**Routing congestion**

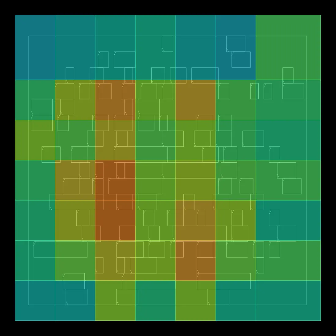
**The metal 1 layer**

Drawn at 8 px/µm. Supply wires on this layer in grey.
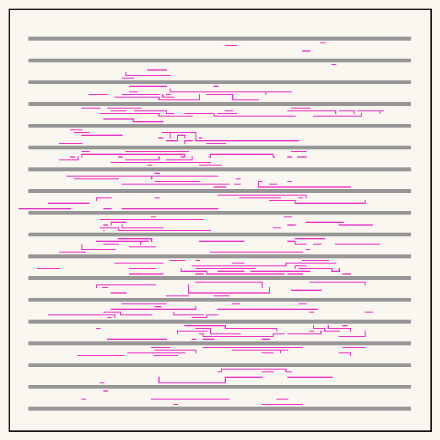
**Wiring by layer**

Drawn at 8 px/µm. Only two layers are drawn.
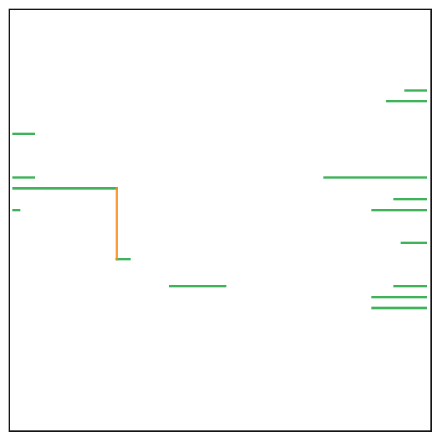
**Gate-type map**

Drawn at 10 px/µm.
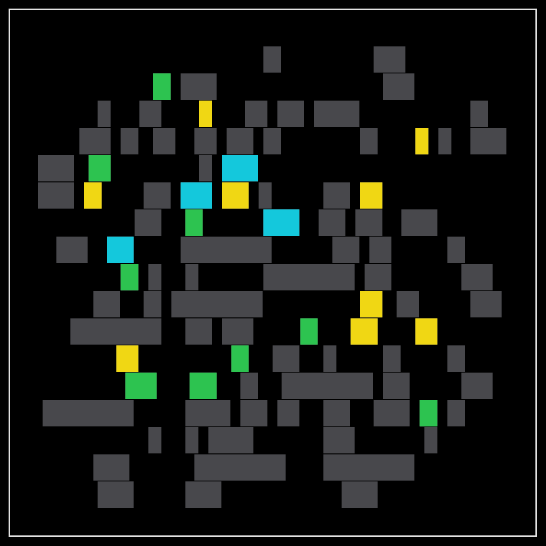
**Zoomed window**

Region (11, 22) to (41, 52) µm. Cells in grey, sequential cells in the stronger grey; small squares are vias.
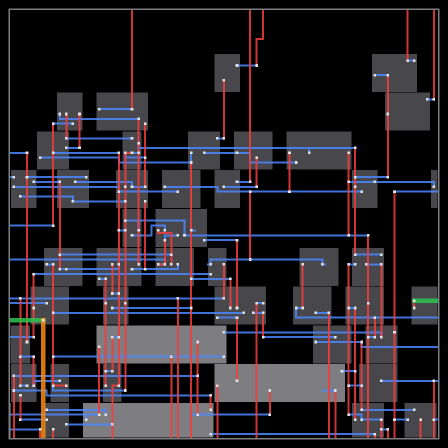
Design gdiv_ctrl_flat, sky130hd; sources not shown.
==> results.toml <==
# implementation run metrics
[clocking]
root_buffer = "sky130_fd_sc_hd__clkbuf_4"
htree_levels = 1
cts-buffers-inserted = 3
post_cts_buffers = 0

[final_timing]
setup_violations = 0
hold_viol = 0
layout_min_cycle_time_ns = 2.307
final_sum_of_negative_setup_slack_ns = 0
min_setup_slack_post_route_ns = 0.1930
worst_pin_slew_ns = 0.3877
finalClockPeriodUsage_pct = 92.28

[worst_setup_path]
timing.critical_path.slowest_stage_cell = "sky130_fd_sc_hd__clkdlybuf4s50_1"
critical-path-top-delay-family = "buffers and inverters"
required_time_reported_for_the_critical_path_endpoint_ns = 2.00
cp_data_arrival_time_ns = 1.81
path_class = "in -> out"
path_cells = "clkdlybuf4s50_1, or2_1, nor2_2, dlygate4sd2_1"
worstSetupPathDepth = 4
critical-path-max-stage-delay_ns = 0.44

[yosys]
synth.most_common_cell = "sky130_fd_sc_hd__nor2_1"
synth.area.top_cells = "sky130_fd_sc_hd__dfrtp_1, sky130_fd_sc_hd__nor2_1, sky130_fd_sc_hd__buf_4"
common_cells = "sky130_fd_sc_hd__nor2_1, sky130_fd_sc_hd__dfrtp_1, sky130_fd_sc_hd__nor3_1"
edf_count = 0
synth_top_flop_cell = "sky130_fd_sc_hd__dfrtp_1"
seq_share_synth_pct = 33.97
register_bit_total_from_synthesis = 8
netlist-cell-type-count = 32
syn_inst = 70
mappedNetlistArea_um2 = 589.3
yosys.stat.chipArea_um2 = 589.3
postSynth.asyncResetShare_pct = 100.0

[floorplanning]
die_h_um = 52.55
die_x_um = 52.55
io-pin-count = 22

[final_layout]
design_area_um2 = 842.1
fin_nets = 105
diodes = 0

[outcome]
status = "finished clean"

[global_routing]
grt_pass1_wl_um = 2884
grt_start_max_net_pins = 15
grt_util_met2_pct = 22.71
number_of_global_route_vias_before_repair = 634
grt_util_met3_pct = 3.714

[run]
max_cap_viol_count = 0

[power]
static-leakage-power_uw = 0.0003939
totalPowerFinal_uw = 305.4

[drt]
wl_met3_um = 77
Notes on 'routing congestion' above:
most crowded layer after global routing: met2
met1 GRT Util: 18.95%
utilization after layout: 38.07%
overall fraction of global-route tracks in use: 14.63%

Notes on 'the metal 1 layer' above:
share of all routed wire: 50%
nets with wire on the layer: 89
longest straight run: 18.9 µm
wire length on this layer: 796 µm
aggregate routed wire length: 1605 µm
via count of the routed design: 597

Notes on 'wiring by layer' above:
[green] metal 3 | wire length: 78.0 µm
[orange] metal 4 | wire length: 8.80 µm
per-cell routed wire length: 13.05 µm

Notes on 'gate-type map' above:
[yellow] NAND gates | cells: 9 | most used: nand2b_1
[cyan] AND-OR and OR-AND gates | cells: 4
[green] inverting AOI/OAI gates | cells: 9 | most used: a21oi_1
most common cell after layout, fill and taps aside: sky130_fd_sc_hd__buf_4
multi-input gate share of total cell area: 39.08%
final std cells w/o fill: 123

Notes on 'zoomed window' above:
[blue] metal 1
[red] metal 2
[orange] metal 4
[green] metal 3
most frequent: buf_4 (9), nor2_1 (4)
sequential cells in the window: 3
cells with their middle in the window: 43

## power breakdown
group / internal (µW) / switching [µW] / total [µW] / leakage [µW]
combinational: 33.9 / 37.0 / 70.9 / 0.000270
sequential: 134 / 4.90 / 139 / 0.000110
clock: 54.7 / 40.8 / 95.5 / 0.0000138
total: 223 / 82.7 / 305 / 0.000394
## logic make-up after synthesis
| group | synth area share, % |
|---|---|
| adder cells (fa/ha/maj) | 4.246 |
| AND-OR/OR-AND | 15.08 |
| buffers and inverters | 11.46 |
| flip-flops | 33.97 |
| AND/OR/NAND/NOR | 35.24 |
## cell type report
cell class	count	area, µm²
inverters	2	7.507
fillers	271	1370
clock buffers	3	22.52
multi-input cells	51	329.1
well taps	28	35.03
flip-flops and latches	8	200.2
repair buffers	31	247.7
Power and IR drop assume default switching activity.
